===== config.mk =====
export PLATFORM = sky130hd
export DESIGN_NAME = hog_cell_hist_stream_flat
export DESIGN_NICKNAME = d
export VERILOG_FILES = /design/src/rtl/hog_cell_hist_stream_pkg.sv /design/src/rtl/hog_cell_hist_stream_if.sv /design/src/rtl/hog_bin_split.sv /design/src/rtl/hog_cell_hist_stream.sv /design/src/flat_wrapper.sv
export SDC_FILE = /design/constraint.sdc
export NUM_CORES = 1
export LEC_CHECK = 0
export CELL_PAD_IN_SITES_DETAIL_PLACEMENT = 1
export CELL_PAD_IN_SITES_GLOBAL_PLACEMENT = 1
export CORE_AREA = 5 5 263 265
export DETAILED_ROUTE_END_ITERATION = 8
export DIE_AREA = 0 0 268 270
export PLACE_DENSITY_LB_ADDON = 0.1
export SLEW_MARGIN = 25
export SYNTH_ARGS = -nofsm -noshare
export SYNTH_HDL_FRONTEND = slang
export SYNTH_SLANG_ARGS = --single-unit

===== constraint.sdc =====
create_clock -name iClk -period 18.45 [get_ports iClk]
set_input_delay 1.845 -clock iClk [delete_from_list [all_inputs] [get_ports iClk]]
set_output_delay 1.845 -clock iClk [all_outputs]
set_load 0.1 [all_outputs]

===== src/rtl/hog_cell_hist_stream_pkg.sv =====
// Shared defaults, FSM state type and bin-wrap helper for the HOG cell histogram stream.
package hog_hist_pkg;

  localparam int NBINS_DEF   = 9;
  localparam int MAG_W_DEF   = 16;
  localparam int FRAC_W_DEF  = 8;
  localparam int CELL_PX_DEF = 64;

  typedef enum logic [1:0] {
    ACCUM  = 2'd0,
    DRAIN  = 2'd1,
    OUTPUT = 2'd2
  } histState_t;

  // Neighbouring orientation bin; the last bin wraps to bin 0.
  function automatic int next_bin(input int b, input int nbins);
    return (b == nbins - 1) ? 0 : b + 1;
  endfunction

endpackage


===== src/rtl/hog_cell_hist_stream_if.sv =====
// Sample-in / histogram-out handshake bundle for hog_cell_hist_stream.
interface hog_cell_hist_stream_if #(
  parameter int NBINS   = 9,
  parameter int MAG_W   = 16,
  parameter int FRAC_W  = 8,
  parameter int CELL_PX = 64,
  parameter int ACC_W   = MAG_W + $clog2(CELL_PX)
);
  localparam int BIN_W = $clog2(NBINS);

  logic                      iValid;
  logic                      oReady;
  logic [MAG_W-1:0]          iMag;
  logic [BIN_W+FRAC_W-1:0]   iAgl;
  logic                      oValid;
  logic                      iReady;
  logic [NBINS*ACC_W-1:0]    oBins;
  logic                      oErr;

  modport slave (
    input  iValid, iMag, iAgl, iReady,
    output oReady, oValid, oBins, oErr
  );

  modport master (
    output iValid, iMag, iAgl, iReady,
    input  oReady, oValid, oBins, oErr
  );
endinterface


===== src/rtl/hog_bin_split.sv =====
// P1 stage: splits one magnitude between bin b and its wrapped neighbour, with range check.
module hog_bin_split
  import hog_hist_pkg::*;
#(
  parameter int NBINS  = NBINS_DEF,
  parameter int MAG_W  = MAG_W_DEF,
  parameter int FRAC_W = FRAC_W_DEF,
  parameter int BIN_W  = $clog2(NBINS)
) (
  input  logic                    iClk,
  input  logic                    iRst_n,
  input  logic                    iEn,
  input  logic [MAG_W-1:0]        iMag,
  input  logic [BIN_W+FRAC_W-1:0] iAgl,
  output logic                    oValid,
  output logic                    oErr,
  output logic [BIN_W-1:0]        oBin,
  output logic [BIN_W-1:0]        oBin1,
  output logic [MAG_W-1:0]        oLo,
  output logic [MAG_W-1:0]        oHi
);
  // One extra bit so a power-of-two NBINS does not alias to zero.
  localparam logic [BIN_W:0] NBINS_V = (BIN_W + 1)'(NBINS);

  logic [BIN_W-1:0]        b;
  logic [FRAC_W-1:0]       f;
  logic [MAG_W+FRAC_W-1:0] prod;
  logic [MAG_W-1:0]        hi;
  logic [BIN_W-1:0]        b1;
  logic                    inRange;

  assign b       = iAgl[BIN_W+FRAC_W-1:FRAC_W];
  assign f       = iAgl[FRAC_W-1:0];
  assign prod    = (MAG_W + FRAC_W)'(iMag) * (MAG_W + FRAC_W)'(f);
  assign hi      = MAG_W'(prod >> FRAC_W);
  assign b1      = BIN_W'(next_bin(int'(b), NBINS));
  assign inRange = ({1'b0, b} < NBINS_V);

  always_ff @(posedge iClk or negedge iRst_n) begin
    if (!iRst_n) begin
      oValid <= 1'b0;
      oErr   <= 1'b0;
      oBin   <= '0;
      oBin1  <= '0;
      oLo    <= '0;
      oHi    <= '0;
    end else begin
      oValid <= iEn;
      if (iEn) begin
        // Out-of-range samples still flow through so the cell count stays exact.
        oErr  <= !inRange;
        oBin  <= inRange ? b : '0;
        oBin1 <= inRange ? b1 : '0;
        oLo   <= inRange ? (iMag - hi) : '0;
        oHi   <= inRange ? hi : '0;
      end
    end
  end

endmodule


===== src/rtl/hog_cell_hist_stream.sv =====
// Streaming HOG cell histogram: FSM, sample counter and per-bin accumulators.
// Optional saturating accumulation when HOG_HIST_ACC_SAT_EN is defined; wraps otherwise.
module hog_cell_hist_stream
  import hog_hist_pkg::*;
#(
  parameter int NBINS   = NBINS_DEF,
  parameter int MAG_W   = MAG_W_DEF,
  parameter int FRAC_W  = FRAC_W_DEF,
  parameter int CELL_PX = CELL_PX_DEF,
  parameter int BIN_W   = $clog2(NBINS),
  parameter int ACC_W   = MAG_W + $clog2(CELL_PX)
) (
  input  logic                   iClk,
  input  logic                   iRst_n,
  hog_cell_hist_stream_if.slave  bus
);
  localparam int CNT_W = $clog2(CELL_PX);
  localparam int SUM_W = ((ACC_W > MAG_W) ? ACC_W : MAG_W) + 2;

  histState_t        stateReg;
  logic [CNT_W-1:0]  cntReg;
  logic              errReg;
  logic              accept;
  logic              outDone;

  logic              p1Valid;
  logic              p1Err;
  logic [BIN_W-1:0]  p1Bin;
  logic [BIN_W-1:0]  p1Bin1;
  logic [MAG_W-1:0]  p1Lo;
  logic [MAG_W-1:0]  p1Hi;

  assign accept     = bus.iValid && bus.oReady;
  assign outDone    = (stateReg == OUTPUT) && bus.iReady;
  assign bus.oReady = (stateReg == ACCUM);
  assign bus.oValid = (stateReg == OUTPUT);
  assign bus.oErr   = errReg;

  hog_bin_split #(
    .NBINS  (NBINS),
    .MAG_W  (MAG_W),
    .FRAC_W (FRAC_W),
    .BIN_W  (BIN_W)
  ) uSplit (
    .iClk   (iClk),
    .iRst_n (iRst_n),
    .iEn    (accept),
    .iMag   (bus.iMag),
    .iAgl   (bus.iAgl),
    .oValid (p1Valid),
    .oErr   (p1Err),
    .oBin   (p1Bin),
    .oBin1  (p1Bin1),
    .oLo    (p1Lo),
    .oHi    (p1Hi)
  );

  always_ff @(posedge iClk or negedge iRst_n) begin
    if (!iRst_n) begin
      stateReg <= ACCUM;
      cntReg   <= '0;
      errReg   <= 1'b0;
    end else begin
      if (p1Valid && p1Err) errReg <= 1'b1;
      case (stateReg)
        ACCUM: begin
          if (accept) begin
            if (cntReg == CNT_W'(CELL_PX - 1)) begin
              cntReg   <= '0;
              stateReg <= DRAIN;
            end else begin
              cntReg <= cntReg + 1'b1;
            end
          end
        end
        DRAIN:   stateReg <= OUTPUT;
        OUTPUT:  if (bus.iReady) stateReg <= ACCUM;
        default: stateReg <= ACCUM;
      endcase
    end
  end

  genvar gi;
  generate
    for (gi = 0; gi < NBINS; gi++) begin : gBin
      logic [ACC_W-1:0] accReg;
      logic [ACC_W-1:0] accNext;
      logic [SUM_W-1:0] addVal;
      logic [SUM_W-1:0] sum;

      always_comb begin
        addVal = '0;
        if (p1Valid && (p1Bin == BIN_W'(gi)))  addVal = addVal + SUM_W'(p1Lo);
        if (p1Valid && (p1Bin1 == BIN_W'(gi))) addVal = addVal + SUM_W'(p1Hi);
        sum = SUM_W'(accReg) + addVal;
`ifdef HOG_HIST_ACC_SAT_EN
        // Adds are non-negative, so a clamped bin stays clamped until the clear.
        accNext = (sum > SUM_W'({ACC_W{1'b1}})) ? {ACC_W{1'b1}} : ACC_W'(sum);
`else
        accNext = ACC_W'(sum);
`endif
      end

      always_ff @(posedge iClk or negedge iRst_n) begin
        if (!iRst_n)      accReg <= '0;
        else if (outDone) accReg <= '0;
        else if (p1Valid) accReg <= accNext;
      end

      assign bus.oBins[gi*ACC_W +: ACC_W] = accReg;
    end
  endgenerate

endmodule

===== src/flat_wrapper.sv =====
// flat-port wrapper written by rule: the top's interface ports become plain ports
module hog_cell_hist_stream_flat import hog_hist_pkg::*;
#(
  parameter int NBINS   = NBINS_DEF,
  parameter int MAG_W   = MAG_W_DEF,
  parameter int FRAC_W  = FRAC_W_DEF,
  parameter int CELL_PX = CELL_PX_DEF,
  parameter int BIN_W   = $clog2(NBINS),
  parameter int ACC_W   = MAG_W + $clog2(CELL_PX)
)
  (iClk, iRst_n, bus_iValid, bus_iMag, bus_iAgl, bus_iReady, bus_oReady, bus_oValid, bus_oBins, bus_oErr);
  hog_cell_hist_stream_if #(.NBINS(NBINS), .MAG_W(MAG_W), .FRAC_W(FRAC_W), .CELL_PX(CELL_PX), .ACC_W(ACC_W)) bus_i ();
  input  logic iClk;
  input  logic iRst_n;
  input wire logic [$bits(bus_i.iValid)-1:0] bus_iValid;
  input wire logic [$bits(bus_i.iMag)-1:0] bus_iMag;
  input wire logic [$bits(bus_i.iAgl)-1:0] bus_iAgl;
  input wire logic [$bits(bus_i.iReady)-1:0] bus_iReady;
  output wire logic [$bits(bus_i.oReady)-1:0] bus_oReady;
  output wire logic [$bits(bus_i.oValid)-1:0] bus_oValid;
  output wire logic [$bits(bus_i.oBins)-1:0] bus_oBins;
  output wire logic [$bits(bus_i.oErr)-1:0] bus_oErr;
  assign bus_i.iValid = bus_iValid;
  assign bus_i.iMag = bus_iMag;
  assign bus_i.iAgl = bus_iAgl;
  assign bus_i.iReady = bus_iReady;
  assign bus_oReady = bus_i.oReady;
  assign bus_oValid = bus_i.oValid;
  assign bus_oBins = bus_i.oBins;
  assign bus_oErr = bus_i.oErr;
  hog_cell_hist_stream #(.NBINS(NBINS), .MAG_W(MAG_W), .FRAC_W(FRAC_W), .CELL_PX(CELL_PX), .BIN_W(BIN_W), .ACC_W(ACC_W)) u_core (.iClk(iClk), .iRst_n(iRst_n), .bus(bus_i));
endmodule

layer_met3.png
(1 px per um)
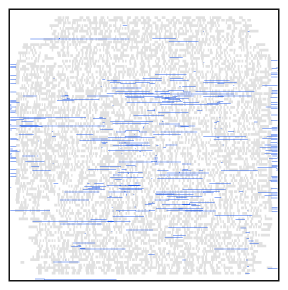
The wires run mostly horizontal. The longest straight run is 109 um. The layer holds 4.7% of the routed length. 217 nets have wire on it. The layer carries 4770 um of wire.
M3 GR Usage: 3.179%
via count: 27.64k
drt total wl: 102400 um

layer_met2.png
(1 px per um)
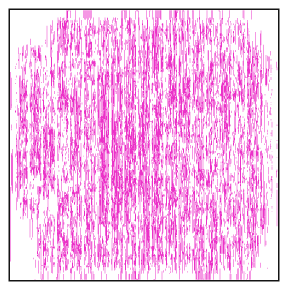
The longest straight run is 86.8 um. The wires run mostly vertical. 3840 nets have wire on it.

clocks.png
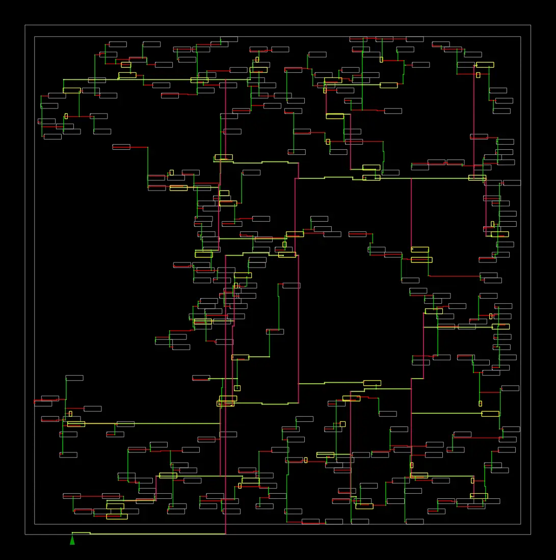
Worst Skew: 0.01735 ns
CTS buffer count: 35
flip-flop and latch count: 249
reported clock group power: 0.000679 W

==> report_table.html <==
<h3>Run summary</h3>
<table>
<tr><th>Metric</th><th>Value</th></tr>
<tr><th colspan="2">Critical path</th></tr>
<tr><td>CP max stage delay</td><td>0.83 ns</td></tr>
<tr><td>RR Startpoint</td><td>u_core.uSplit.oValid</td></tr>
<tr><td>Endpoint arrival time on the critical path</td><td>around 8.9 ns</td></tr>
<tr><td>Cell at the slowest stage of the critical path</td><td>sky130_fd_sc_hd__clkdlybuf4s50_1</td></tr>
<tr><td>Source of the critical timing path</td><td>bus_iAgl[6]</td></tr>
<tr><td>Cell chain of the critical path</td><td>clkdlybuf4s50_1 -&gt; and2_1 -&gt; fa_1 -&gt; fa_1 -&gt; fa_1 -&gt; inv_1 -&gt; fa_1 -&gt; inv_1 -&gt; ha_1 -&gt; a21oi_1 -&gt; a21oi_1 -&gt; a211o_1 -&gt; a22o_1 -&gt; o41ai_2 -&gt; o21ai_0 -&gt; a21oi_1 -&gt; xor2_1 -&gt; ha_1 -&gt; and3_1 -&gt; a21oi_1 -&gt; nand3_1 -&gt; o211ai_1 -&gt; xnor3_1 -&gt; a22o_1</td></tr>
<tr><td>Path length in cells of the critical path</td><td>24</td></tr>
<tr><td>Type of origin of the critical path</td><td>primary input</td></tr>
<tr><th colspan="2">CTS</th></tr>
<tr><td>Setup repair bufs after CTS</td><td>0</td></tr>
<tr><td>Number of clock sinks</td><td>249</td></tr>
<tr><td>PostCTS Resize Cnt</td><td>0</td></tr>
<tr><td>Cell at the root of the clock tree</td><td>sky130_fd_sc_hd__clkbuf_16</td></tr>
<tr><th colspan="2">Power and ir drop</th></tr>
<tr><td>Power after layout</td><td>about 0.0056 W</td></tr>
<tr><td>Fraction of power consumed by the clock network</td><td>12.1%</td></tr>
<tr><td>Internal Dissipation</td><td>0.002400 W</td></tr>
<tr><td>Leak</td><td>around 16 nW</td></tr>
<tr><td>Worst supply voltage drop on vdd</td><td>0.1309 mV</td></tr>
<tr><td>Power per unit of standard cell area</td><td>164.9 nW/um^2</td></tr>
<tr><td>Psw</td><td>0.003209 W</td></tr>
<tr><th colspan="2">Run status</th></tr>
<tr><td>Outcome</td><td>finished clean</td></tr>
<tr><th colspan="2">Synth</th></tr>
<tr><td>Sequential area share after synthesis</td><td>21.10%</td></tr>
<tr><td>Commonest register cell after synthesis</td><td>sky130_fd_sc_hd__dfrtp_1</td></tr>
<tr><td>Synth async-reset ratio</td><td>100.0%</td></tr>
<tr><td>Largest area contributor in the synthesized netlist</td><td>sky130_fd_sc_hd__dfrtp_1</td></tr>
<tr><td>Floorplan Nets</td><td>about 4.2k</td></tr>
<tr><td>Top cells by area</td><td>sky130_fd_sc_hd__dfrtp_1 (21%), sky130_fd_sc_hd__ha_1 (15%), sky130_fd_sc_hd__fa_1 (6.9%), sky130_fd_sc_hd__o21ai_0 (5.2%), sky130_fd_sc_hd__nand2_1 (4.8%)</td></tr>
<tr><td>Area leader share</td><td>21.10%</td></tr>
<tr><td>Synth Cell Area</td><td>29530 sq um</td></tr>
<tr><td>Number of instances in the synthesized netlist</td><td>3664</td></tr>
<tr><td>Average cell area after synthesis</td><td>8.059 sq um</td></tr>
<tr><th colspan="2">Die</th></tr>
<tr><td>Core Box Area</td><td>about 67000 sq um</td></tr>
<tr><td>Die height</td><td>270 um</td></tr>
<tr><td>Horiz. Die Dim</td><td>268 um</td></tr>
<tr><td>Number of placement rows</td><td>between 90 and 100</td></tr>
<tr><th colspan="2">Cells and area</th></tr>
<tr><td>Share of final layout cell area taken by clock buffers and inverters</td><td>between 3 and 4%</td></tr>
<tr><td>Layout cell share with drive strength beyond 1</td><td>about 3.7%</td></tr>
<tr><td># nets final</td><td>approximately 4.4k</td></tr>
<tr><td>Biggest area consumer among cell classes</td><td>multi-input combinational cells</td></tr>
<tr><td>Non-clock buffer instance count of the final layout</td><td>274</td></tr>
<tr><td>Top cells excl fill/tap</td><td>sky130_fd_sc_hd__nand2_1 (380), sky130_fd_sc_hd__nor2_1 (357), sky130_fd_sc_hd__ha_1 (357)</td></tr>
<tr><th colspan="2">Placement</th></tr>
<tr><td>Half-perimeter wire length after placement</td><td>76070 um</td></tr>
<tr><th colspan="2">Min path</th></tr>
<tr><td>Classification of the worst-slack hold path</td><td>register to register</td></tr>
<tr><th colspan="2">Global route</th></tr>
<tr><td>Via count of the first global-routing pass</td><td>between 20k and 30k</td></tr>
<tr><td>Largest net degree at the start of global routing</td><td>142</td></tr>
<tr><td>Fraction of met1 tracks used by global routing</td><td>38.17%</td></tr>
<tr><th colspan="2">Timing</th></tr>
<tr><td>Worst Max-Slew Pin Slew</td><td>1.129 ns</td></tr>
<tr><td>Worst hold slack</td><td>0.4743 ns</td></tr>
<tr><td>Tmin final</td><td>between 8 and 9 ns</td></tr>
<tr><th colspan="2">Drt</th></tr>
<tr><td>Met3 WL post-DR</td><td>~4800 um</td></tr>
<tr><td>Iteration count of the initial detailed-routing pass</td><td>5</td></tr>
<tr><td>Uppermost metal layer occupied by signal nets</td><td>met5</td></tr>
</table>
power by group through the flow:
stage	logic (W)	registers (W)	clock network, W
after floorplan	0.00177	0.00209	0
after global placement	0.00379	0.00106	0
after detailed placement	0.00386	0.00106	0
after CTS	0.00388	0.00105	0.000697
after global routing	0.00420	0.00108	0.000717
final	0.00388	0.00105	0.000679
per-stage QoR:
step	instance area, sq um	utilization [%]
2_1_floorplan	29530	-
6_report	34030	51.12
3_5_place_dp	32900	49.42
5_1_grt	34020	51.11
3_3_place_gp	32900	49.43
4_1_cts	34000	51.08
kinds of logic after synthesis:
| family | after synthesis | synth area share (%) |
|---|---|---|
| buffers and inverters | 315 | 4.004 |
| AOI/OAI and AO/OA | 926 | 19.64 |
| muxes | 87 | 3.030 |
| DFF | 249 | 21.10 |
| adders and majority gates | 459 | 22.04 |
| xor gates and xnor gates | 282 | 8.411 |
| and+or+nand+nor | 1346 | 21.77 |
cell usage after synthesis, drive strengths merged, types with 5 or more instances:
cell type / number
a2111oi: 5
a211o: 16
a211oi: 59
a21boi: 14
a21o: 81
a21oi: 222
a22o: 10
a311oi: 5
a31oi: 29
a41oi: 5
and2: 228
and3: 29
buf: 9
clkbuf: 99
dfrtp: 249
fa: 102
ha: 357
inv: 207
mux2: 19
mux2i: 68
nand2: 381
nand2b: 38
nand3: 67
nand3b: 10
nand4: 17
nor2: 358
nor2b: 36
nor3: 105
nor3b: 7
nor4: 10
o2111ai: 18
o211ai: 14
o21a: 45
o21ai: 307
o21bai: 22
o311a: 7
o31a: 5
o31ai: 22
o41ai: 10
or3: 36
or3b: 5
xnor2: 151
xor2: 130
Power is estimated from default activity; no workload was simulated.
